`src/rtl/alfsr_sequencer.sv`:
```
// alfsr_sequencer: pulses the LFSR configurator clock, releases the ALFSR, then packs rng_in into bytes.
// Optional build macro ALFSR_SEQ_VONNEUMANN_EN enables von Neumann debiasing of sample pairs.
module alfsr_sequencer #(
    parameter int DIV    = 2,
    parameter int SETTLE = 8,
    parameter int SAMP   = 1
) (
    input  logic        clk,
    input  logic        rst_n,
    input  logic        start,
    input  logic        stop,
    input  logic [15:0] steps,
    output logic        lfsr_clk,
    output logic        alfsr_rst_n,
    input  logic        rng_in,
    output logic [7:0]  data,
    output logic        data_valid,
    input  logic        data_ready,
    output logic        busy,
    output logic        overrun
);

    localparam int DW = (DIV    > 1) ? $clog2(DIV)    : 1;
    localparam int SW = (SETTLE > 1) ? $clog2(SETTLE) : 1;
    localparam int PW = (SAMP   > 1) ? $clog2(SAMP)   : 1;

    typedef enum logic [2:0] {
        ST_IDLE,
        ST_STEP_HI,
        ST_STEP_LO,
        ST_SETTLE,
        ST_COLLECT
    } state_t;

    state_t        r_state;
    logic [15:0]   r_steps;
    logic [DW-1:0] r_div_cnt;
    logic [SW-1:0] r_set_cnt;
    logic [PW-1:0] r_samp_cnt;
    logic [2:0]    r_bit_cnt;
    logic [6:0]    r_shreg;

    logic w_consume;
    logic w_div_last;
    logic w_set_last;
    logic w_sample;
    logic w_bit_en;
    logic w_bit;
    logic w_byte_done;
    logic w_load;
    logic [7:0] w_byte;

    assign w_consume  = data_valid & data_ready;
    assign w_div_last = (r_div_cnt == DW'(DIV - 1));
    assign w_set_last = (r_set_cnt == SW'(SETTLE - 1));
    // stop wins over a sample landing in the same cycle, so the partial byte is simply lost
    assign w_sample   = (r_state == ST_COLLECT) && (r_samp_cnt == '0) && !stop;

`ifdef ALFSR_SEQ_VONNEUMANN_EN
    logic r_pair_have;
    logic r_pair_a;

    // 10 -> 1, 01 -> 0: the emitted bit is always the first sample of an unequal pair
    assign w_bit_en = w_sample && r_pair_have && (r_pair_a != rng_in);
    assign w_bit    = r_pair_a;
`else
    assign w_bit_en = w_sample;
    assign w_bit    = rng_in;
`endif

    assign w_byte_done = w_bit_en && (r_bit_cnt == 3'd7);
    assign w_byte      = {r_shreg, w_bit};
    assign w_load      = w_byte_done && (!data_valid || w_consume);

    always_ff @(posedge clk or negedge rst_n) begin
        if (!rst_n) begin
            r_state     <= ST_IDLE;
            r_steps     <= '0;
            r_div_cnt   <= '0;
            r_set_cnt   <= '0;
            r_samp_cnt  <= '0;
            r_bit_cnt   <= '0;
            r_shreg     <= '0;
            lfsr_clk    <= 1'b0;
            alfsr_rst_n <= 1'b0;
            data        <= '0;
            data_valid  <= 1'b0;
            busy        <= 1'b0;
            overrun     <= 1'b0;
`ifdef ALFSR_SEQ_VONNEUMANN_EN
            r_pair_have <= 1'b0;
            r_pair_a    <= 1'b0;
`endif
        end else begin
            if (w_load) begin
                data       <= w_byte;
                data_valid <= 1'b1;
            end else if (w_consume) begin
                data_valid <= 1'b0;
            end

            if (stop) begin
                r_state     <= ST_IDLE;
                lfsr_clk    <= 1'b0;
                alfsr_rst_n <= 1'b0;
                busy        <= 1'b0;
                r_bit_cnt   <= '0;
                r_shreg     <= '0;
                r_div_cnt   <= '0;
                r_set_cnt   <= '0;
                r_samp_cnt  <= '0;
`ifdef ALFSR_SEQ_VONNEUMANN_EN
                r_pair_have <= 1'b0;
`endif
            end else begin
                case (r_state)
                    ST_IDLE: begin
                        lfsr_clk    <= 1'b0;
                        alfsr_rst_n <= 1'b0;
                        if (start) begin
                            r_steps    <= steps;
                            overrun    <= 1'b0;
                            r_bit_cnt  <= '0;
                            r_shreg    <= '0;
                            data_valid <= 1'b0;
                            r_div_cnt  <= '0;
                            r_set_cnt  <= '0;
                            busy       <= 1'b1;
`ifdef ALFSR_SEQ_VONNEUMANN_EN
                            r_pair_have <= 1'b0;
`endif
                            if (steps != 16'd0) begin
                                r_state  <= ST_STEP_HI;
                                lfsr_clk <= 1'b1;
                            end else begin
                                r_state     <= ST_SETTLE;
                                alfsr_rst_n <= 1'b1;
                            end
                        end
                    end

                    ST_STEP_HI: begin
                        if (w_div_last) begin
                            r_div_cnt <= '0;
                            r_state   <= ST_STEP_LO;
                            lfsr_clk  <= 1'b0;
                        end else begin
                            r_div_cnt <= r_div_cnt + 1'b1;
                        end
                    end

                    ST_STEP_LO: begin
                        if (w_div_last) begin
                            r_div_cnt <= '0;
                            r_steps   <= r_steps - 16'd1;
                            if (r_steps != 16'd1) begin
                                r_state  <= ST_STEP_HI;
                                lfsr_clk <= 1'b1;
                            end else begin
                                r_state     <= ST_SETTLE;
                                alfsr_rst_n <= 1'b1;
                                r_set_cnt   <= '0;
                            end
                        end else begin
                            r_div_cnt <= r_div_cnt + 1'b1;
                        end
                    end

                    ST_SETTLE: begin
                        if (w_set_last) begin
                            r_set_cnt  <= '0;
                            r_samp_cnt <= '0;
                            r_state    <= ST_COLLECT;
                        end else begin
                            r_set_cnt <= r_set_cnt + 1'b1;
                        end
                    end

                    ST_COLLECT: begin
                        if (r_samp_cnt == PW'(SAMP - 1)) begin
                            r_samp_cnt <= '0;
                        end else begin
                            r_samp_cnt <= r_samp_cnt + 1'b1;
                        end
`ifdef ALFSR_SEQ_VONNEUMANN_EN
                        if (w_sample) begin
                            r_pair_have <= !r_pair_have;
                            r_pair_a    <= rng_in;
                        end
`endif
                        if (w_bit_en) begin
                            if (w_byte_done) begin
                                r_bit_cnt <= '0;
                                if (!w_load) begin
                                    overrun <= 1'b1;
                                end
                            end else begin
                                r_bit_cnt <= r_bit_cnt + 1'b1;
                                r_shreg   <= {r_shreg[5:0], w_bit};
                            end
                        end
                    end

                    default: r_state <= ST_IDLE;
                endcase
            end
        end
    end

endmodule

```
`config.mk`:
```
export PLATFORM = sky130hd
export DESIGN_NAME = alfsr_sequencer
export DESIGN_NICKNAME = d
export VERILOG_FILES = /design/src/rtl/alfsr_sequencer.sv
export SDC_FILE = /design/constraint.sdc
export NUM_CORES = 1
export LEC_CHECK = 0
export ABC_AREA = 1
export CAP_MARGIN = 20
export CORE_MARGIN = 3
export CORE_UTILIZATION = 23
export CTS_CLUSTER_SIZE = 10
export DETAILED_ROUTE_END_ITERATION = 8
export GPL_TIMING_DRIVEN = 1
export PLACE_DENSITY = 0.4
export SLEW_MARGIN = 30
export SYNTH_ARGS = -nofsm -noshare
export SYNTH_HDL_FRONTEND = slang
export SYNTH_SLANG_ARGS = --single-unit
```
`constraint.sdc`:
```
create_clock -name clk -period 2.8 [get_ports clk]
set_clock_uncertainty 0.1 [all_clocks]
set_input_delay 0.7 -clock clk [delete_from_list [all_inputs] [get_ports clk]]
set_output_delay 0.7 -clock clk [all_outputs]
set_load 0.005 [all_outputs]
```
### Cells by drive strength

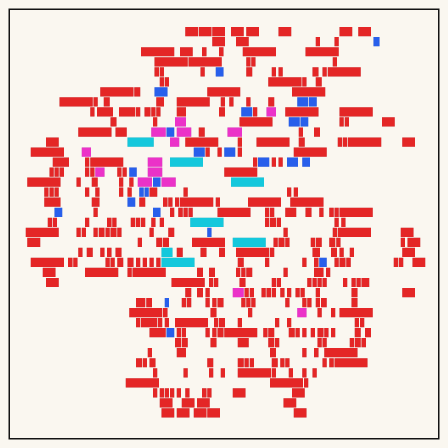
Red is _0 and _1 cells, cells 376, share 89%, most used nand2_1. Blue is _2 cells, cells 25, share 5.9%. Cyan is _6 and larger, cells 7, share 1.7%, most used clkbuf_16. Magenta is _3 and _4 cells, cells 14, share 3.3%, most used nand2_4.
number of ordinary and repair buffers in the finished layout: 38
final critical-path setup slack: 0.7966 ns
cell area after layout: 0.003405 mm2
P&R area growth vs syn: 22.24%

### Cell classes on the final placement

Bar = 20 um.
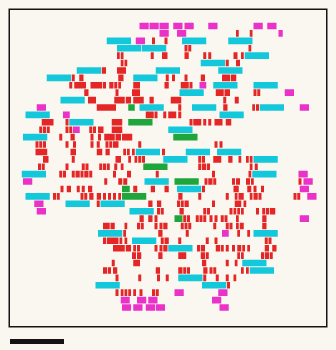
Green is clock drivers and dummy loads, cells 8, share of their area 4.7%. Red is combinational and other logic, cells 330, share of their area 48%. Cyan is sequential cells, cells 46, share of their area 36%. Magenta is remaining buffers and delay cells, cells 38, share of their area 11%.
sequential portion of the cell area: 33.81%
count of standard-cell rows: 39
placeable core region: 0.01161 mm2
final core utilization: 29.31%

==> notes.md <==
Summary of the current implementation state.

- The critical path startpoint category is an input pin, for reference.
- The worst hold slack is 0.2072 ns, for reference.
- The most utilized layer in the global route result is met2, for reference.
- The sequential share of power is 36.7%, for reference.
- In the synthesized netlist, the number of instances is 384.
- After layout, the worst path uses 71.55% of the clock period.
- Among cell families on the critical path, the largest total delay comes from buffers and inverters.
- The buffer share of cell area is 10.73%, for reference.
- In this run the power spent charging and discharging nets is 1154 uW.
- Each instance of the synthesized netlist takes up on average 7.253 um2.
- The clock buffer count in the final layout is 5, for reference.
- The portion of the layout cell area used by clock cells is 4.410%, for reference.
- At the pin with the least slew margin, the transition time is 0.4846 ns.
- The final total power is 2666 uW, for reference.
- The initial antenna violation count is 0, for reference.
- Per the gpl log, the routability congestion estimate is 0.8165.
- Per STA, the startpoint of the critical path is stop.
- The combinational group power is 1070 uW, for reference.
- The launch point of the worst register-to-register path is recorded as r_state[0].
- The synthesized netlist occupies a cell area of 0.002785 mm2.
- The global routing usage summed across all routing layers is 11.62%, for reference.
- The minimum clock period after layout is 2.003 ns, for reference.
- The run finished with clean final reports.
- In this run the number of cells on the critical path is 8.
- After clock tree synthesis, the flow added hold-fix buffers numbering 0.
- Setup repair after global routing left no endpoint under its margin.
- Of the total synthesized cell area, the portion taken by AND-OR and OR-AND cells is 8.580%.
- Per the OpenROAD floorplan log, the area of the die is 0.01347 mm2.
- The setup check on the worst reg-to-reg path leaves a slack of 0.88 ns.
- The synthesized design contains 0 enable-type register cells.
- 0 antenna diodes ended up in the layout.
- The synthesized netlist devotes 0.6289% of its cell area to XOR and XNOR gates.
- For this design, the slowest cell found on the critical path is clkdlybuf4s50_1.
- The synthesis report lists the most area-consuming cells as dfrtp_1 41%, nand2_1 18%, nor2_1 7.5%.
- TritonRoute output was used to compute an average wire per cell of 12.97 um.
- The power report lists cell-internal power as 1512 uW.
- The standard cell area after detailed placement is 0.003254 mm2, for reference.
- The inverter count of the layout excluding clock inverters is 34, for reference.
- In this run the critical path is formed by clkdlybuf4s50_1 -> inv_1 -> nand2_1 -> nor2_2 -> nand2_4 -> inv_2 -> o21ai_1 -> o21ai_1.
- The critical path start-end classification is input pin to flip-flop, for reference.
- From bottom edge to top edge, the die measures 116.0 um.
- The overall routed net length is 7329 um, for reference.
- At the end of the flow, the number of nets in the layout was 449.
- The max capacitance violation total is 0, for reference.
- The share of synthesized cell area in and, or, nand and nor gates is 39.31%, for reference.
- The largest net degree at the start of global routing is 28, for reference.
- The logic area is 0.001426 mm2, for reference.
- The first-iteration detailed-routing DRC count is 116, for reference.
- The first global-routing pass estimated 12350 um of wire.
- The worst setup path is captured at a flip-flop.
- The clock network power is 613 uW, for reference.
- In this run, CTS created clock tree buffers numbering 5.
- The cell type that accounts for the most area after synthesis is dfrtp_1.
- The final antenna-violating net count is 0, for reference.
- The worst max-slew margin expressed relative to the limit is 67.65%, for reference.
- The global route total overflow is 0, for reference.
- The clock reaches the later pin of the worst-skew pair after 0.29 ns.
- The power report attributes to the combinational group a share of 40.3%.
- In the floorplan report the effective utilization is 23.98%.
- The share of synthesized registers carrying an async set or reset is 100.0%, for reference.
- Looking at the worst setup and hold paths, the clock pins of their registers show a slew of 0.07 ns.
- Dividing total power by cell area gives a power density of 783.2 mW/mm2.
- The last timing report of the flow puts the setup violation total at 0.
- The leading cell category by total area is logic gates, for reference.
- Switching power as a fraction of the total was reported as 43.27%.
- The critical path's most frequent cell is o21ai_1, for reference.
- The worst-case setup slack after placement is 0.4861 ns, for reference.
- The sequential fraction of the synthesis area is 41.33%, for reference.
- The final timing report lists a hold violation count of 0.
- The required time at the worst endpoint is listed as 2.92 ns.
- The count of non-filler cells in the finished layout is 565, for reference.
- Once the clock tree was built, the setup fixing pass inserted 0 buffers.
- According to the dpl log, the detail-placed design has an HPWL of 5471 um.
- The count of buffering cells on the critical path with inverters included is 3, for reference.
- For this floorplan the total number of well-tap instances is 143.
- Synthesis inferred 46 register bits.
- In this run the tools logged warnings totalling 27.
- The detailed router placed 2473 vias in this run.
- Data on the critical path arrives at its endpoint at 2.12 ns.
- Timing would allow up to 499.1 MHz.
- Gates resized during post-CTS repair numbered 0.
- The number of logic gates is 296, for reference.
- The count of pins over their slew limit is 0, for reference.
- For this run, the slowest stage of the critical path takes 0.43 ns.
- The report shows a maximum critical-path fanout of 19.
- The maximum vdd drop is 0.2623 mV, for reference.
- In this run the worst setup path terminates at r_steps[6].
- Summed over all failing endpoints, the final setup total negative slack is 0 ns.
- In the final layout, multi-input gates take up 41.90% of the cell area.
- The H-tree generated during clock tree synthesis spans 2 levels.
- For this run, the leading register cell type out of synthesis is dfrtp_1.
- Global routing consumed, on the met3 layer, 1.880% of the routing resources.
- Per the Yosys statistics, synthesis produced 384 cells.
- The most common cell in the synthesized netlist is nand2_1, for reference.
- The first-pass iteration count of the detailed router is 4, for reference.
- Global routing consumed, on the met2 layer, 18.72% of the routing resources.
- In the synthesized netlist, the cells that appear most often are 130 x nand2_1, 56 x nor2_1, 46 x dfrtp_1.
- The area taken by flip-flops and latches is 0.001151 mm2, for reference.
- Per the post-synthesis report, the nets total 412.
- Per the detail_route report, vias per standard cell equal 4.377.
- In this run, power in flip-flops and latches comes to 979 uW.
- CTS placed an instance of clkbuf_16 at the clock tree root.
- The worst register-to-register path has a depth of 6.
- For this design the static power due to leakage is 0.001696 uW.
- The capture point of the worst register-to-register path is recorded as r_steps[2].
- The main combinational cell family by area after synthesis is simple AND/OR/NAND/NOR gates, for reference.
- The global-route track usage on met1 is 16.44%, for reference.
- The distinct cell type count of the synthesized netlist is 31, for reference.
- The number of filler instances in the final layout is 1308, for reference.
- The design has 46 sequential cells.
- The DRC violation total left in the routed layout is recorded as 0.
- The number of global-route vias before repair is 2528, for reference.
- The synthesized design devotes to its leading area cell type 41.33% of total area.
- The TritonCTS clock tree is built, for reference.
- The fraction of final layout cells sized beyond drive strength 1 is 10.90%, for reference.
- The yosys stat chip area is 0.002785 mm2, for reference.
- The maximum buffer depth of the clock tree is 2, for reference.
- Of all power groups, the one with the highest power is combinational logic.
- Of the total synthesized cell area, the portion taken by full adders, half adders and majority gates is 2.695%.
- The tally of yosys warning messages is 0, for reference.
- The path class of the tightest hold or removal check is input pin to async pin.
- In this run, placement finished with an instance count of 557.
- The mux share of post-synthesis cell area is 0%, for reference.
### Routed metal per tile

Bar = 20 um. 23 x 23 tiles, from dark purple (low) to yellow (high), scaled to the fullest tile. Values are wire area over tile area, all layers added.
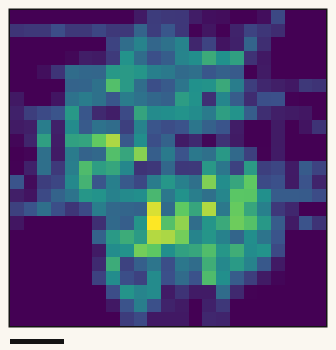
The fullest tile reaches 0.35. The mean over all tiles is 0.082. The emptiest ninth of the die: south-west.

### Nets reached from selected ports

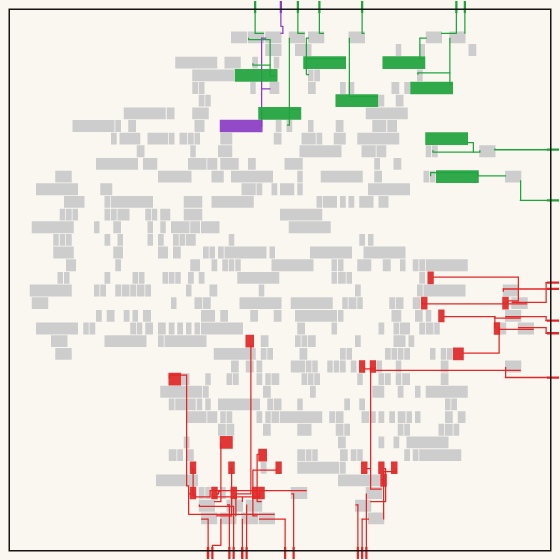
Purple is `data_valid`, direction output, edge north, end cells 1, buffers 1, wire 27.5 um. Green is `data`, direction output, edge 6 north, 2 east, end cells 8, buffers 8, wire 189 um. Red is `steps`, direction input, edge 11 south, 5 east, end cells 24, buffers 16, wire 536 um.
PortBufs: 34
I/O pin total: 35

-- flip-flops by register name (all words and copies together), names as in the netlist --
name / flops
data_valid: 1
r_steps: 16
data: 8
r_set_cnt: 3
r_div_cnt: 1
lfsr_clk: 1
r_state: 3
busy: 1
r_bit_cnt: 3
r_shreg: 7
alfsr_rst_n: 1
overrun: 1
-- routing by layer --
metal	vias to the layer above	routed length (um)
li1	1294	-
met3	2	133
met1	1157	3852
met2	20	3297
met5	-	0
met4	0	46
-- layout by cell type, fill, tap and decap left out, drive strengths merged --
master and n:
a21boi 1, a21oi 8, buf 5, clkbuf 5, clkdlybuf4s50 33, clkinv 2, clkinvlp 1, dfrtp 46
ha 6, inv 34, nand2 143, nand3 35, nand3b 1, nand4 4, nor2 61, nor3 2
o211ai 2, o21ai 27, o22ai 1, o41ai 1, or2 2, xor2 2
No activity file was given, so power comes from the tool's default toggle rates.
